--- config.mk ---
export PLATFORM = sky130hd
export DESIGN_NAME = pipeline_hazard_ctrl
export DESIGN_NICKNAME = d
export VERILOG_FILES = /design/src/rtl/pipeline_hazard_ctrl.sv
export SDC_FILE = /design/constraint.sdc
export NUM_CORES = 1
export LEC_CHECK = 0
export CAP_MARGIN = 20
export CORE_ASPECT_RATIO = 2
export CORE_MARGIN = 3
export CORE_UTILIZATION = 51
export CTS_CLUSTER_DIAMETER = 150
export DETAILED_ROUTE_END_ITERATION = 16
export PLACE_DENSITY_LB_ADDON = 0.08
export REMOVE_ABC_BUFFERS = 1
export SKIP_CTS_REPAIR_TIMING = 1
export SLEW_MARGIN = 20
export SYNTH_ARGS = -nofsm -noshare
export SYNTH_HDL_FRONTEND = slang
export SYNTH_SLANG_ARGS = --single-unit
--- constraint.sdc ---
create_clock -name clk -period 10.5 [get_ports clk]
set_input_delay 3.15 -clock clk [delete_from_list [all_inputs] [get_ports clk]]
set_output_delay 3.15 -clock clk [all_outputs]
set_load 0.01 [all_outputs]
--- src/rtl/pipeline_hazard_ctrl.sv ---
// Stall/flush sequencer for the 5-stage pipeline: RAW hazards, branch flush, memory waits.
// Build macro FORWARDING_EN narrows RAW hazards to EXE-stage load-use.
module pipeline_hazard_ctrl #(
    parameter int MEM_TIMEOUT = 255,
    parameter int CNT_W       = 8
) (
    input  logic        clk,
    input  logic        rst,
    input  logic [3:0]  id_src1,
    input  logic [3:0]  id_src2,
    input  logic        id_use_src1,
    input  logic        id_two_src,
    input  logic        exe_wb_en,
    input  logic        exe_mem_read,
    input  logic [3:0]  exe_dest,
    input  logic        mem_wb_en,
    input  logic [3:0]  mem_dest,
    input  logic        branch_taken,
    input  logic        mem_access,
    input  logic        mem_ready,
    output logic        pc_freeze,
    output logic        if_id_freeze,
    output logic        id_exe_freeze,
    output logic        exe_mem_freeze,
    output logic        if_id_flush,
    output logic        id_exe_flush,
    output logic        mem_wb_flush,
    output logic        mem_req,
    output logic        mem_error,
    output logic [1:0]  state,
    output logic [15:0] stall_cnt,
    output logic [15:0] flush_cnt
);

    typedef enum logic [1:0] {
        ST_RUN   = 2'd0,
        ST_WAIT  = 2'd1,
        ST_FAULT = 2'd2
    } state_e;

    localparam logic [CNT_W:0] TMO = (CNT_W+1)'(MEM_TIMEOUT);

    state_e           state_q, state_d;
    logic [CNT_W-1:0] wait_cnt_q, wait_cnt_d;
    logic [CNT_W:0]   wait_inc;
    logic             mem_error_q, mem_error_d;
    logic [15:0]      stall_cnt_q, stall_cnt_d;
    logic [15:0]      flush_cnt_q, flush_cnt_d;
    logic             src1_hit, src2_hit, hazard;
    logic             freeze_all, req_o, br_flush, haz_stall;

`ifdef FORWARDING_EN
    assign src1_hit = exe_mem_read && exe_wb_en && (exe_dest == id_src1);
    assign src2_hit = exe_mem_read && exe_wb_en && (exe_dest == id_src2);
    logic unused_mem_stage;
    assign unused_mem_stage = ^{mem_wb_en, mem_dest};
`else
    assign src1_hit = (exe_wb_en && (exe_dest == id_src1)) ||
                      (mem_wb_en && (mem_dest == id_src1));
    assign src2_hit = (exe_wb_en && (exe_dest == id_src2)) ||
                      (mem_wb_en && (mem_dest == id_src2));
    logic unused_mem_read;
    assign unused_mem_read = exe_mem_read;
`endif

    assign hazard = (id_use_src1 && src1_hit) || (id_two_src && src2_hit);

    always_comb begin
        state_d     = state_q;
        wait_cnt_d  = '0;
        mem_error_d = mem_error_q;
        freeze_all  = 1'b0;
        req_o       = 1'b0;
        br_flush    = 1'b0;
        haz_stall   = 1'b0;
        wait_inc    = {1'b0, wait_cnt_q} + {{CNT_W{1'b0}}, 1'b1};
        unique case (state_q)
            ST_FAULT: freeze_all = 1'b1;
            ST_WAIT: begin
                if (!mem_ready) begin
                    freeze_all = 1'b1;
                    req_o      = 1'b1;
                    wait_cnt_d = wait_inc[CNT_W-1:0];
                    if (wait_inc >= TMO) begin
                        state_d     = ST_FAULT;
                        mem_error_d = 1'b1;
                    end
                end else begin
                    state_d = ST_RUN;
                end
            end
            default: begin
                state_d = ST_RUN;
                if (mem_access && !mem_ready) begin
                    freeze_all = 1'b1;
                    req_o      = 1'b1;
                    state_d    = ST_WAIT;
                end
            end
        endcase
        // Pipeline is free to advance: branch beats hazard.
        if (!freeze_all) begin
            req_o     = mem_access;
            br_flush  = branch_taken;
            haz_stall = hazard && !branch_taken;
        end
        if (rst) begin
            freeze_all = 1'b0;
            req_o      = 1'b0;
            br_flush   = 1'b0;
            haz_stall  = 1'b0;
        end
    end

    assign pc_freeze      = freeze_all | haz_stall;
    assign if_id_freeze   = freeze_all | haz_stall;
    assign id_exe_freeze  = freeze_all;
    assign exe_mem_freeze = freeze_all;
    assign if_id_flush    = br_flush;
    assign id_exe_flush   = br_flush | haz_stall;
    assign mem_wb_flush   = freeze_all;
    assign mem_req        = req_o;

    always_comb begin
        stall_cnt_d = stall_cnt_q;
        flush_cnt_d = flush_cnt_q;
        if (pc_freeze && stall_cnt_q != 16'hFFFF)
            stall_cnt_d = stall_cnt_q + 16'd1;
        if (if_id_flush && flush_cnt_q != 16'hFFFF)
            flush_cnt_d = flush_cnt_q + 16'd1;
    end

    always_ff @(posedge clk or posedge rst) begin
        if (rst) begin
            state_q     <= ST_RUN;
            wait_cnt_q  <= '0;
            mem_error_q <= 1'b0;
            stall_cnt_q <= '0;
            flush_cnt_q <= '0;
        end else begin
            state_q     <= state_d;
            wait_cnt_q  <= wait_cnt_d;
            mem_error_q <= mem_error_d;
            stall_cnt_q <= stall_cnt_d;
            flush_cnt_q <= flush_cnt_d;
        end
    end

    assign state     = state_q;
    assign mem_error = mem_error_q;
    assign stall_cnt = stall_cnt_q;
    assign flush_cnt = flush_cnt_q;

endmodule

==> results_slide.txt, run 1 <==
Flow Results at a Glance

Yosys
  – Yosys top cell by instances: dfrtp_1
  – Synth top area share: 44.79%
  – Sequential area share after synthesis: 44.79%
  – Mux frac, synth: 1.510%
  – Cell area leaders: dfrtp_1 45%, xor2_1 9.5%, xnor2_1 8.4%, ha_1 3.1%, nand3_1 3.1%
  – Post-synth top cells: 43 x dfrtp_1, 26 x xor2_1, 23 x xnor2_1, 15 x nand2_1, 15 x nand3_1
  – Simple share: 20.73%
  – Synth cell types: 42
  – Yosys stat chip area: 2402 µm²
  – Dominant flop cell: dfrtp_1
  – Synth warn: 0
  – Post-synthesis compound-gate area fraction: 8.698%
  – Yosys reg bits: 43
  – Synth logic family: simple AND/OR/NAND/NOR gates

Floorplanning
  – Tap cell count: 54
  – Die height: 103.1 µm
  – Ports: 69
  – Die Span X: 54.53 µm
  – Die Area: 5620 µm²
  – FP Util: 53.78%

Clocking
  – Clock tree sinks: 43
  – Clock Tree Buf Depth: 2
  – Worst-path clk slew: 0.08 ns
  – CTS tree: done
  – Clk root buf: clkbuf_8

Power and ir drop
  – Leakage: 0.001365 µW
  – Clk power: 127 µW
  – Clock power share: 29.0%
  – P_comb: 104 µW
  – Top Consumer: registers
  – Comb pwr share: 23.6%
  – Max VDD drop: 113.5 µV

Critical path
  – Startpoint Class: input pin
  – Crit path launch: exe_dest[0]
  – CP arrival: 5.45 ns
  – CP required: 7.35 ns
  – Critical Path End Type: primary output
  – Crit-path max cell delay: 0.65 ns
  – Critical Path Most Common Cell: clkdlybuf4s50_1
  – CP bufs+invs: 2
  – Largest delay share family, worst path: buffers and inverters
  – Crit path kind: in -> out

Finish
  – Share of cells above drive strength 1: 8.333%
  – Fraction of area in clock buffers and inverters: 3.494%
  – Filler instances: 384
  – Fin cells: 354
  – Most frequent logic cell in the layout: clkdlybuf4s50_1
  – ANT cells: 0
  – Layout Nets: 331
  – Logic area: 1247 µm²
  – Synthesis-to-layout area growth: 34.17%
  – Dominant kind of cell by area: logic gates

Min path
  – Hold path start: mem_error$_DFFE_PP0P_
  – Worst Hold End: mem_error$_DFFE_PP0P_
  – Hold Crit Class: reg -> reg

Final timing
  – Fin crit share: 81.88%
  – Final Hold Viols: 0
  – Clk_skew: 0.01046 ns
  – Achievable Freq: 116.3 MHz
  – Final hold slack: 0.4809 ns
  – Final Setup Violations: 0
  – Sum Neg Setup Slack: 0 ns

Placement
  – Pre-CTS setup slack: 1.857 ns
  – GPL Wtd Cong: 0.7451
  – Placed instance count: 346
  – Dpl hpwl: 3.962 mm

Detailed routing
  – Met1 wire length: 1.839 mm
  – # DRC: 0
  – Antenna viol nets, final: 0

Flow run
  – Maxcap violations: 0
  – Count of tool warnings: 28

Global route
  – Top Usage Layer GRT: met2
  – Initial antenna violation count: 0
  – GRT Util Overall: 20.40%
  – First-pass GRT wire length: 8.597 mm
  – Met1 Usage GRT: 20.95%

Run status
  – Run status: finished, final reports clean
### M2 wires, run 1

Drawn at 6 px/µm.
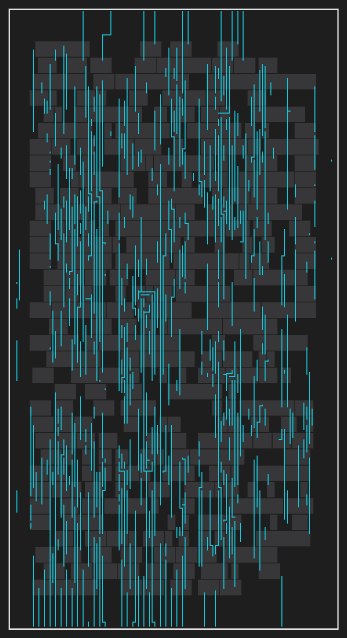
longest straight run: 56.8 µm
main direction: vertical
share of all routed wire: 59%
nets with wire on the layer: 300
Via Count: 1,916
GR Layer Usage met2: 38.97%
DRT Wirelength: 5.081 mm

### Clock distribution, run 1

Drawn at 6 px/µm.
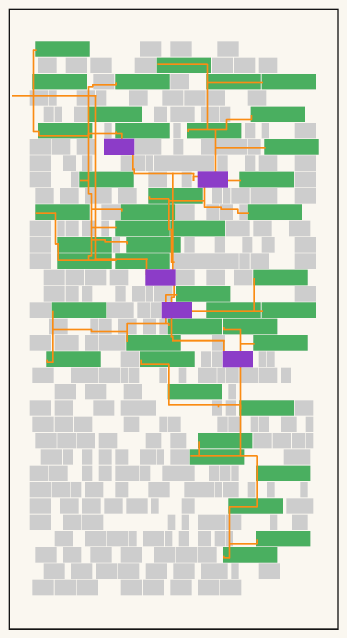
[clock wires] orange | length: 479 µm
[cells driving clock nets] purple | count: 5
[flip-flops] green | count: 43
flops lie: spread over the die
routed clock nets: 6

### Cells coloured by class, run 1

Drawn at 4 px/µm. Fill, decap, tap and diode cells in grey.
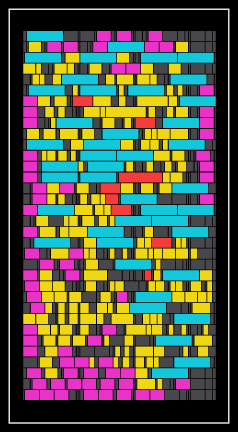
[other buffers and delay cells] magenta | cells: 68 | share of their area: 21%
[all other logic] yellow | cells: 181 | share of their area: 41%
[flip-flops] cyan | cells: 43 | share of their area: 34%
[clock drivers and dummy loads] red | cells: 8 | share of their area: 3.6%
post-route cell area: 3223 µm²
final core area utilization: 72.16%
row cnt: 34
core footprint: 4467 µm²
flop share of the area: 33.39%

### The clock network, run 1

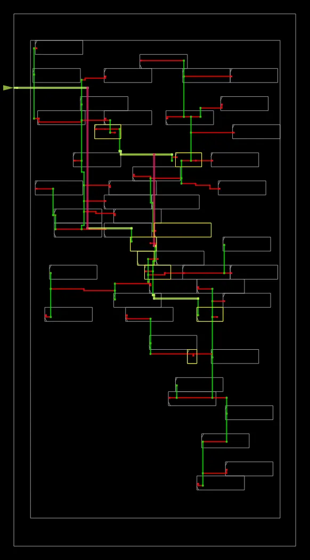
worst skew pair latency: 0.29 ns
Num CTS Buffers: 5

==> run 1 -> run 2 <==
CORE_UTILIZATION = 48   (was 51)
clock period = 8 ns   (was 10.5 ns; I/O delays follow)
### Cells coloured by class, run 2

Drawn at 4 px/µm. Fill, decap, tap and diode cells in grey.
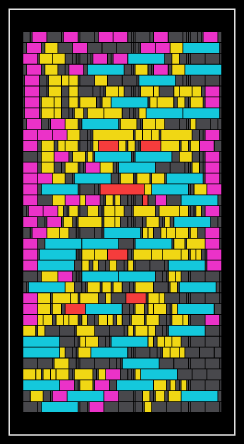
[flip-flops] cyan | cells: 43 | share of their area: 34%
[all other logic] yellow | cells: 181 | share of their area: 41%
[clock drivers and dummy loads] red | cells: 7 | share of their area: 3.3%
[other buffers and delay cells] magenta | cells: 68 | share of their area: 22%

### Clock distribution, run 2

Drawn at 6 px/µm.
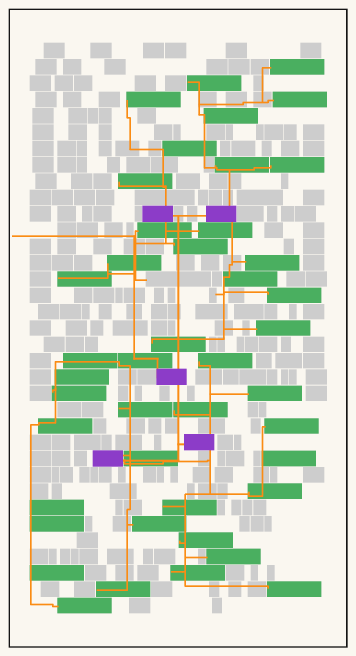
[cells driving clock nets] purple | count: 5
[flip-flops] green | count: 43
[clock wires] orange | length: 536 µm
routed clock nets: 6
Clk power: 163 µW
clock power share: 28.4%
clk_skew: 0.007948 ns

==> run 2 against run 1 <==
Against the previous run: routed wire length fell by 1.5%; largest cell class unchanged; final cell count did not move; via count rose by 0.10%; setup slack got worse by 1.0 ns; largest power group unchanged; global-route usage fell by 2.5 points.
==> results_slide.txt, run 2 <==
Flow Results at a Glance

Yosys
  – Mux frac, synth: 1.510% (unchanged)
  – Sequential area share after synthesis: 44.79% (unchanged)
  – Cell area leaders: dfrtp_1 45%, xor2_1 9.5%, xnor2_1 8.4%, ha_1 3.1%, nand3_1 3.1% (unchanged)
  – Yosys reg bits: 43 (unchanged)
  – Yosys stat chip area: 2402 µm² (unchanged)
  – Dominant flop cell: dfrtp_1 (unchanged)
  – Synth top area share: 44.79% (unchanged)
  – Post-synth top cells: 43 x dfrtp_1, 26 x xor2_1, 23 x xnor2_1, 15 x nand2_1, 15 x nand3_1 (unchanged)

Finish
  – Dominant kind of cell by area: logic gates (unchanged)
  – Synthesis-to-layout area growth: 33.80% (was 34.17%)
  – Fraction of area in clock buffers and inverters: 3.192% (was 3.494%)
  – Layout Nets: 331 (unchanged)
  – Share of cells above drive strength 1: 7.692% (was 8.333%)
  – Fin cells: 354 (unchanged)
  – Most frequent logic cell in the layout: clkdlybuf4s50_1 (unchanged)
  – Post-route cell area: 3214 µm² (was 3223 µm²)

Detailed routing
  – Via Count: 1,918 (was 1,916)

Floorplanning
  – Ports: 69 (unchanged)
  – Tap cell count: 55 (was 54)
  – Die height: 106.0 µm (was 103.1 µm)
  – Core footprint: 4730 µm² (was 4467 µm²)

Global route
  – First-pass GRT wire length: 8.707 mm (was 8.597 mm)
  – GRT Util Overall: 17.90% (was 20.40%)

Placement
  – Dpl hpwl: 3.899 mm (was 3.962 mm)
  – GPL Wtd Cong: 0.7606 (was 0.7451)

Critical path
  – Startpoint Class: input pin (unchanged)
  – Crit path launch: id_src1[3] (was exe_dest[0])
  – Critical Path Most Common Cell: clkdlybuf4s50_1 (unchanged)
  – Crit path kind: in -> out (unchanged)
  – CP arrival: 4.71 ns (was 5.45 ns)
  – Critical Path End Type: primary output (unchanged)

Clocking
  – Clock Tree Buf Depth: 2 (unchanged)
  – Worst-path clk slew: 0.08 ns (about the same)
  – Worst skew pair latency: 0.29 ns (about the same)

Power and ir drop
  – Comb pwr share: 23.8% (was 23.6%)

Flow run
  – Count of tool warnings: 28 (unchanged)

Run status
  – Run status: finished, final reports clean (unchanged)

Min path
  – Hold Crit Class: reg -> reg (unchanged)

Final timing
  – Achievable Freq: 140.6 MHz
==> run 2 -> run 3 <==
CORE_MARGIN = not set   (was 3)
### Wires at chosen ports, followed through buffers, run 3

Drawn at 4 px/µm.
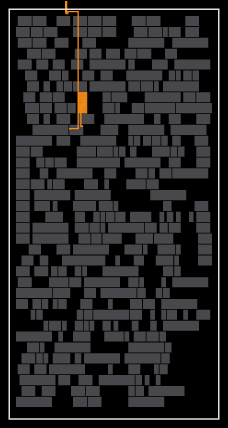
[id_two_src] orange | bits: 1 | direction: input | edge: top | end cells: 2 | buffers: 1 | wire: 43.8 µm

### Clock distribution, run 3

Drawn at 6 px/µm.
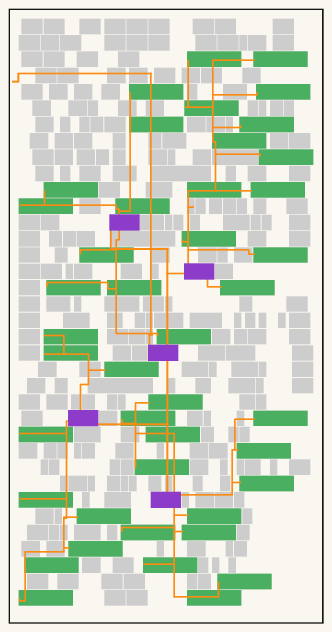
[clock wires] orange | length: 548 µm
[flip-flops] green | count: 43
[cells driving clock nets] purple | count: 5
routed clock nets: 6
flops lie: spread over the die

==> run 3 against run 2 <==
Against the previous run: register-to-register slack lost 0.03 ns; setup slack worse by 0.050 ns; clock power increased by 22%; clock-buffer cell count unchanged; die area decreased by 11%; first-iteration DRC count decreased by 26%; fmax down 0.70%; final area increased by 1.0%; critical endpoint is now if_id_freeze; largest power group unchanged.
==> results_slide.txt, run 3 <==
Flow Results at a Glance

Run status
  – Run status: finished, final reports clean (unchanged)

Power and ir drop
  – Clk power: 199 µW (was 163 µW)
  – Leakage: 0.001372 µW (was 0.001358 µW)
  – Max VDD drop: 174.1 µV (was 163.4 µV)
  – Comb pwr share: 22.3% (was 23.8%)
  – P_comb: 136 µW (about the same)
  – Clock power share: 32.6% (was 28.4%)
  – Top Consumer: registers (unchanged)

Final timing
  – Sum Neg Setup Slack: 0 ns (unchanged)
  – Final hold slack: 0.4663 ns (was 0.4686 ns)
  – Achievable Freq: 139.6 MHz (was 140.6 MHz)
  – Final Setup Violations: 0 (unchanged)
  – Final Hold Viols: 0 (unchanged)
  – Clk_skew: 0.005532 ns (was 0.007948 ns)
  – Fin crit share: 89.51% (was 88.89%)

Floorplanning
  – Row cnt: 36 (was 35)
  – FP Util: 49.84% (was 50.79%)
  – Ports: 69 (unchanged)
  – Die Span X: 52.03 µm (was 56.03 µm)
  – Tap cell count: 57 (was 55)
  – Die height: 102.0 µm (was 106.0 µm)
  – Core footprint: 4820 µm² (was 4730 µm²)

Detailed routing
  – Via Count: 1,905 (was 1,918)
  – Met1 wire length: 1.964 mm (was 1.957 mm)
  – Antenna viol nets, final: 0 (unchanged)
  – # DRC: 0 (unchanged)
  – 1st-pass router iterations: 4 (unchanged)
  – DRT Wirelength: 5.153 mm (was 5.004 mm)

Yosys
  – Synth top area share: 44.79% (unchanged)
  – Yosys top cell by instances: dfrtp_1 (unchanged)
  – Synth logic family: simple AND/OR/NAND/NOR gates (unchanged)
  – Yosys stat chip area: 2402 µm² (unchanged)
  – Synth cell types: 42 (unchanged)
  – Dominant flop cell: dfrtp_1 (unchanged)
  – Sequential area share after synthesis: 44.79% (unchanged)
  – Simple share: 20.73% (unchanged)
  – Cell area leaders: dfrtp_1 45%, xor2_1 9.5%, xnor2_1 8.4%, ha_1 3.1%, nand3_1 3.1% (unchanged)
  – Post-synth top cells: 43 x dfrtp_1, 26 x xor2_1, 23 x xnor2_1, 15 x nand2_1, 15 x nand3_1 (unchanged)
  – Mux frac, synth: 1.510% (unchanged)
  – Post-synthesis compound-gate area fraction: 8.698% (unchanged)

Finish
  – Dominant kind of cell by area: logic gates (unchanged)
  – Fraction of area in clock buffers and inverters: 4.085% (was 3.192%)
  – Layout Nets: 331 (unchanged)
  – Fin cells: 357 (was 354)
  – ANT cells: 0 (unchanged)
  – Share of cells above drive strength 1: 8.000% (was 7.692%)
  – Final core area utilization: 67.37% (was 67.96%)
  – Logic area: 1247 µm² (unchanged)
  – Synthesis-to-layout area growth: 35.16% (was 33.80%)

Critical path
  – Critical Path Most Common Cell: clkdlybuf4s50_1 (unchanged)
  – CP required: 5.60 ns (about the same)
  – Crit-path max cell delay: 0.65 ns (about the same)
  – Crit path launch: exe_dest[0] (was id_src1[3])
  – Startpoint Class: input pin (unchanged)
  – Critical Path End Type: primary output (unchanged)
  – Crit path kind: in -> out (unchanged)
  – CP arrival: 4.76 ns (was 4.71 ns)
  – Largest delay share family, worst path: buffers and inverters (unchanged)

Global route
  – GRT Util Overall: 20.66% (was 17.90%)
  – Initial antenna violation count: 0 (unchanged)
  – First-pass GRT wire length: 8.155 mm (was 8.707 mm)

Flow run
  – Maxcap violations: 0 (unchanged)
  – Count of tool warnings: 28 (unchanged)

Placement
  – Placed instance count: 349 (was 347)
  – GPL Wtd Cong: 0.7395 (was 0.7606)

Clocking
  – Clk root buf: clkbuf_8 (unchanged)
  – CTS tree: done (unchanged)
  – Clock Tree Buf Depth: 2 (unchanged)
  – Num CTS Buffers: 5 (unchanged)
  – Worst skew pair latency: 0.29 ns (about the same)

Min path
  – Hold path start: mem_error$_DFFE_PP0P_ (unchanged)
  – Worst Hold End: mem_error$_DFFE_PP0P_ (unchanged)
Power is estimated from default activity; no workload was simulated.
